### Cell sizes after repair

Drawn at 8 px/um.
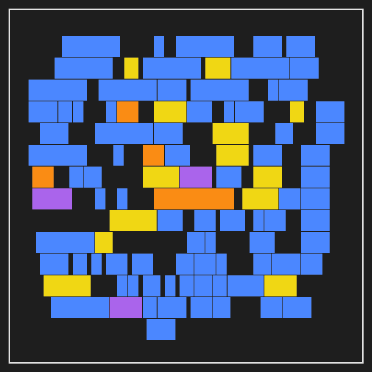
### Close-up of the layout

Region (0, 19) to (25, 44) um. Cells in gray, sequential cells in the stronger gray; small squares are vias.
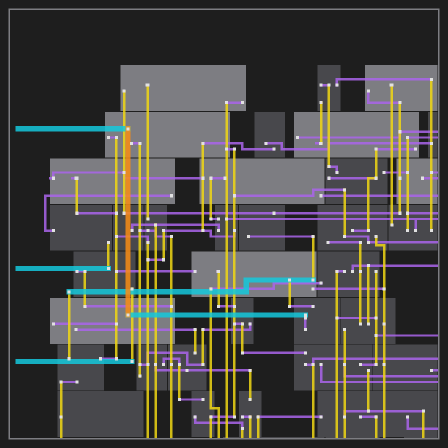
### The metal 1 layer

Drawn at 12 px/um.
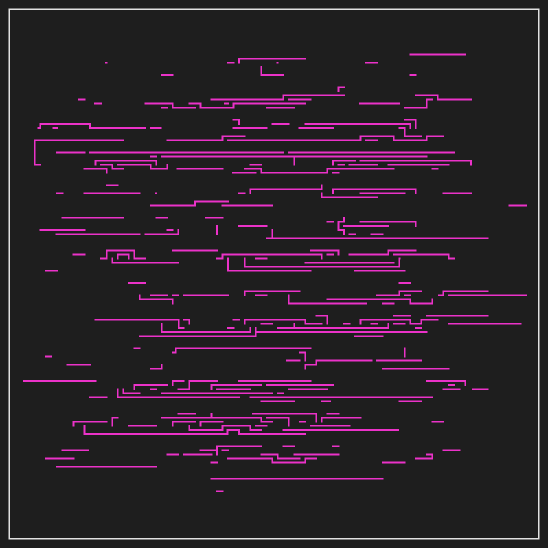
<file path="config.mk">
export PLATFORM = sky130hd
export DESIGN_NAME = ring_rr_arbiter_flat
export DESIGN_NICKNAME = d
export VERILOG_FILES = /design/src/rtl/ring_rr_arbiter_pkg.sv /design/src/rtl/ring_rr_arbiter_if.sv /design/src/rtl/ring_rr_arbiter_token_reg.sv /design/src/rtl/ring_rr_arbiter.sv /design/src/flat_wrapper.sv
export SDC_FILE = /design/constraint.sdc
export NUM_CORES = 1
export LEC_CHECK = 0
export CORE_MARGIN = 2
export CORE_UTILIZATION = 48
export CTS_CLUSTER_DIAMETER = 80
export DETAILED_ROUTE_END_ITERATION = 12
export GPL_ROUTABILITY_DRIVEN = 0
export GPL_TIMING_DRIVEN = 0
export HOLD_SLACK_MARGIN = 0.05
export PLACE_DENSITY = 0.76
export SETUP_SLACK_MARGIN = 0.3
export SLEW_MARGIN = 40
export SYNTH_ARGS = -nofsm -noshare
export SYNTH_HDL_FRONTEND = slang
export SYNTH_HIERARCHICAL = 1
export SYNTH_SLANG_ARGS = --single-unit
</file>
<file path="constraint.sdc">
create_clock -name clk -period 4.1 [get_ports clk]
set_input_delay 0.82 -clock clk [delete_from_list [all_inputs] [get_ports clk]]
set_output_delay 0.82 -clock clk [all_outputs]
set_load 0.01 [all_outputs]
</file>
<file path="src/rtl/ring_rr_arbiter_pkg.sv">
// Shared types and helpers for the ring round-robin arbiter.
// Optional hold-time limit is enabled with the RING_ARB_TIMEOUT_EN macro.
package ring_arb_pkg;

    localparam int RING_ARB_DEFAULT_N = 4;

    typedef enum logic {IDLE, GRANT} arb_state_t;

    // Rotate a one-hot value left by one within an n-bit ring (n <= 16).
    function automatic logic [15:0] rotl_onehot(input logic [15:0] v, input int n);
        logic [15:0] mask;
        mask = (16'd1 << n) - 16'd1;
        return ((v << 1) | (v >> (n - 1))) & mask;
    endfunction

    // Binary index of a one-hot value (zero input gives zero).
    function automatic logic [3:0] onehot2bin(input logic [15:0] v);
        logic [3:0] r;
        r[0] = |(v & 16'hAAAA);
        r[1] = |(v & 16'hCCCC);
        r[2] = |(v & 16'hF0F0);
        r[3] = |(v & 16'hFF00);
        return r;
    endfunction

endpackage

</file>
<file path="src/rtl/ring_rr_arbiter_if.sv">
// Requester/arbiter bus for the ring round-robin arbiter.
// The timeout signal exists only when RING_ARB_TIMEOUT_EN is defined.
interface ring_rr_arbiter_if #(parameter int N = 4);

    localparam int IW = $clog2(N);

    logic [N-1:0]  req;
    logic [N-1:0]  done;
    logic [N-1:0]  gnt;
    logic          gnt_valid;
    logic [IW-1:0] gnt_id;
`ifdef RING_ARB_TIMEOUT_EN
    logic          timeout;

    modport master (output req, done, input gnt, gnt_valid, gnt_id, timeout);
    modport slave  (input req, done, output gnt, gnt_valid, gnt_id, timeout);
`else
    modport master (output req, done, input gnt, gnt_valid, gnt_id);
    modport slave  (input req, done, output gnt, gnt_valid, gnt_id);
`endif

endinterface

</file>
<file path="src/rtl/ring_rr_arbiter_token_reg.sv">
// One-hot ring priority token. Reset parks it on bit 0; when en is high the
// token steps to the position just past the current owner (owner+1, wrapping).
module ring_token_reg
    import ring_arb_pkg::*;
#(
    parameter int N = RING_ARB_DEFAULT_N
) (
    input  logic         clk,
    input  logic         rst,
    input  logic         en,
    input  logic [N-1:0] owner,
    output logic [N-1:0] token
);

    logic [15:0] step;

    assign step = rotl_onehot(16'(owner), N);

    // Token register: advances only on a release.
    always_ff @(posedge clk) begin
        if (rst)
            token <= N'(1);
        else if (en)
            token <= N'(step);
    end

endmodule

</file>
<file path="src/rtl/ring_rr_arbiter.sv">
// Round-robin arbiter with a one-hot ring token. Grants are registered, held
// until the owner releases, and handed over on the release edge with no bubble.
// Define RING_ARB_TIMEOUT_EN to force release after MAX_HOLD grant cycles.
module ring_rr_arbiter
    import ring_arb_pkg::*;
#(
    parameter int N = RING_ARB_DEFAULT_N
`ifdef RING_ARB_TIMEOUT_EN
    , parameter int MAX_HOLD = 8
`endif
) (
    input  logic clk,
    input  logic rst,
    ring_rr_arbiter_if.slave bus
);

    localparam int IW = $clog2(N);
    localparam logic [N-1:0] ONE = N'(1);

    arb_state_t    state, state_nxt;
    logic [N-1:0]  token;
    logic [N-1:0]  gnt_p1, gnt_nxt;
    logic [IW-1:0] id_p1;
    logic          vld_p1;
    logic [N-1:0]  srch_tok, hi, winner;
    logic [3:0]    id_full;
    logic          owner_rel, rel;

`ifdef RING_ARB_TIMEOUT_EN
    localparam int HW = $clog2(MAX_HOLD) + 1;
    localparam logic [HW-1:0] HOLD_LAST = HW'(MAX_HOLD - 1);
    logic [HW-1:0] hold_cnt;
    logic          forced;
    logic          timeout_p1;
`endif

    ring_token_reg #(.N(N)) u_token (
        .clk   (clk),
        .rst   (rst),
        .en    (rel),
        .owner (gnt_p1),
        .token (token)
    );

    // While granted, search starts from the token the release will produce.
    assign srch_tok = (state == GRANT) ? N'(rotl_onehot(16'(gnt_p1), N)) : token;

    // Circular priority search: lowest request at/above the token, else lowest overall.
    always_comb begin
        hi = bus.req & ~(srch_tok - ONE);
        if (|hi)
            winner = hi & (~hi + ONE);
        else
            winner = bus.req & (~bus.req + ONE);
    end

    // Next-state and next-grant decision.
    always_comb begin
        state_nxt = state;
        gnt_nxt   = gnt_p1;
        owner_rel = 1'b0;
        rel       = 1'b0;
`ifdef RING_ARB_TIMEOUT_EN
        forced    = 1'b0;
`endif
        case (state)
            IDLE: begin
                if (|bus.req) begin
                    gnt_nxt   = winner;
                    state_nxt = GRANT;
                end
            end
            GRANT: begin
                owner_rel = (|(gnt_p1 & bus.done)) | ~(|(gnt_p1 & bus.req));
`ifdef RING_ARB_TIMEOUT_EN
                forced    = ~owner_rel & (hold_cnt == HOLD_LAST);
                rel       = owner_rel | forced;
`else
                rel       = owner_rel;
`endif
                if (rel) begin
                    if (|bus.req) begin
                        gnt_nxt = winner;
                    end else begin
                        gnt_nxt   = '0;
                        state_nxt = IDLE;
                    end
                end
            end
            default: begin
                gnt_nxt   = '0;
                state_nxt = IDLE;
            end
        endcase
    end

    assign id_full = onehot2bin(16'(gnt_nxt));

    // Grant stage: state, grant, index and valid all update on the same edge.
    always_ff @(posedge clk) begin
        if (rst) begin
            state  <= IDLE;
            gnt_p1 <= '0;
            id_p1  <= '0;
            vld_p1 <= 1'b0;
        end else begin
            state  <= state_nxt;
            gnt_p1 <= gnt_nxt;
            id_p1  <= IW'(id_full);
            vld_p1 <= |gnt_nxt;
        end
    end

`ifdef RING_ARB_TIMEOUT_EN
    // Hold counter: cleared on release/idle, counts grant cycles otherwise.
    always_ff @(posedge clk) begin
        if (rst) begin
            hold_cnt   <= '0;
            timeout_p1 <= 1'b0;
        end else begin
            timeout_p1 <= forced;
            if (state == IDLE || rel)
                hold_cnt <= '0;
            else
                hold_cnt <= hold_cnt + HW'(1);
        end
    end

    assign bus.timeout = timeout_p1;
`endif

    assign bus.gnt       = gnt_p1;
    assign bus.gnt_id    = id_p1;
    assign bus.gnt_valid = vld_p1;

endmodule

</file>
<file path="src/flat_wrapper.sv">
// flat-port wrapper written by rule: the top's interface ports become plain ports
module ring_rr_arbiter_flat import ring_arb_pkg::*;
#(
    parameter int N = RING_ARB_DEFAULT_N

)
  (clk, rst, bus_req, bus_done, bus_gnt, bus_gnt_valid, bus_gnt_id);
  ring_rr_arbiter_if #(.N(N)) bus_i ();
  input  logic clk;
  input  logic rst;
  input wire logic [$bits(bus_i.req)-1:0] bus_req;
  input wire logic [$bits(bus_i.done)-1:0] bus_done;
  output wire logic [$bits(bus_i.gnt)-1:0] bus_gnt;
  output wire logic [$bits(bus_i.gnt_valid)-1:0] bus_gnt_valid;
  output wire logic [$bits(bus_i.gnt_id)-1:0] bus_gnt_id;
  assign bus_i.req = bus_req;
  assign bus_i.done = bus_done;
  assign bus_gnt = bus_i.gnt;
  assign bus_gnt_valid = bus_i.gnt_valid;
  assign bus_gnt_id = bus_i.gnt_id;
  ring_rr_arbiter #(.N(N)) u_core (.clk(clk), .rst(rst), .bus(bus_i));
endmodule
</file>
==> flow_summary.yaml <==
# flow metrics
timing:
  rsz0062_at_grt: "false"
  setup_ws_ns: 1.55
  slew_headroom: 0.574
  hold_viol_final: 0
  fin_crit_sh: 0.622
  min_period_ns: 2.55
worst_setup_path:
  crit_path_end: "u_core/bus.gnt_id[1]"
  cp_slowest_stage_delay_ns: 0.52
  cp_num_buf_inv: 1
  r2r_setup_slack_ns: 1.77
  r2r-end: "u_core/bus.gnt_valid"
  startpoint: "bus_req[2]"
  slowest_stage: "clkdlybuf4s50_1"
  cp_num_cells: 6
  path_max_fanout: 6
  reg2reg_depth: 9
synthesis:
  netlist_instances: 80
  ys_warn_count: 6
  top_area_cell: "dfxtp_1"
  async_reset_ff_frac: 0
  yosys_area_sq_um: 768
clock_tree:
  clock_latency_ns: 0.27
  clock-root-buffer: "clkbuf_4"
floorplanning:
  die_height_um: 44.0
  initial_utilization: 0.510
  taps: 16
  boundaryPins: 17
layout:
  n_all_buffers: 19
  seqCellArea_sq_um: 240
  final_cell_area_sq_um: 975
  n_antenna_cell: 0
  fill_cells: 143
hold_path:
  hold_class: "register to register"
  hold_depth: 2
  hold_path_end: "u_core/u_token/token[3]"
  worstHoldStart: "u_core/u_token/token[3]"
route:
  route.layer.met1.wl_um: 809
  top_layer: "met4"
job:
  warnings: 26
status:
  status: "finished, final reports clean"
pwr:
  p_total_w: 0.000373
Back to the opening pictures, 'Cell sizes after repair':
_0 and _1 cells: shown in blue, cells 79, share 80%. _2 cells: shown in yellow, cells 13, share 13%. _3 and _4 cells: shown in orange, cells 4, share 4.0%. _6 and larger: shown in purple, cells 3, share 3.0%.

Back to the opening pictures, 'Close-up of the layout':
metal 4: shown in orange. metal 1: shown in purple. metal 2: shown in yellow. metal 3: shown in cyan.
Most frequent: dfxtp_1 (8), nor2_1 (4), clkbuf_4 (3). 32 logic cells have their middle in the window. Sequential cells in the window: 8. Netlist names of flops here include `u_core/bus.gnt` (3), `u_core/bus.gnt_id` (2), `u_core/u_token/token` (2).

Back to the opening pictures, 'The metal 1 layer':
The layer carries 809 um of wire. The longest straight run is 22.1 um. The layer holds 47% of the routed length. The wires run mostly horizontal. 99 nets have wire on it.

## power breakdown
| group | internal (W) | switching [W] |
|---|---|---|
| logic | 0.0000710 | 0.0000630 |
| registers | 0.000131 | 0.0000148 |
| clock network | 0.0000540 | 0.0000393 |
| total | 0.000256 | 0.000117 |
## kinds of logic (layout without fill, tap and decap cells)
group | after synthesis | in the layout | synth area share
AOI/OAI and AO/OA | 22 | 22 | 0.267
muxes | 9 | 9 | 0.122
and+or+nand+nor | 30 | 30 | 0.230
buffers and inverters | 6 | 25 | 0.0521
DFF | 12 | 12 | 0.313
adders and majority gates | 1 | 1 | 0.0163
## state kept, by name (all words and copies together) (netlist names)
signal	flops
u_core/bus.gnt	4
u_core/bus.gnt_id	2
u_core/bus.gnt_valid	1
u_core/state	1
u_core/u_token/token	4
No activity file was given, so power comes from the tool's default toggle rates.
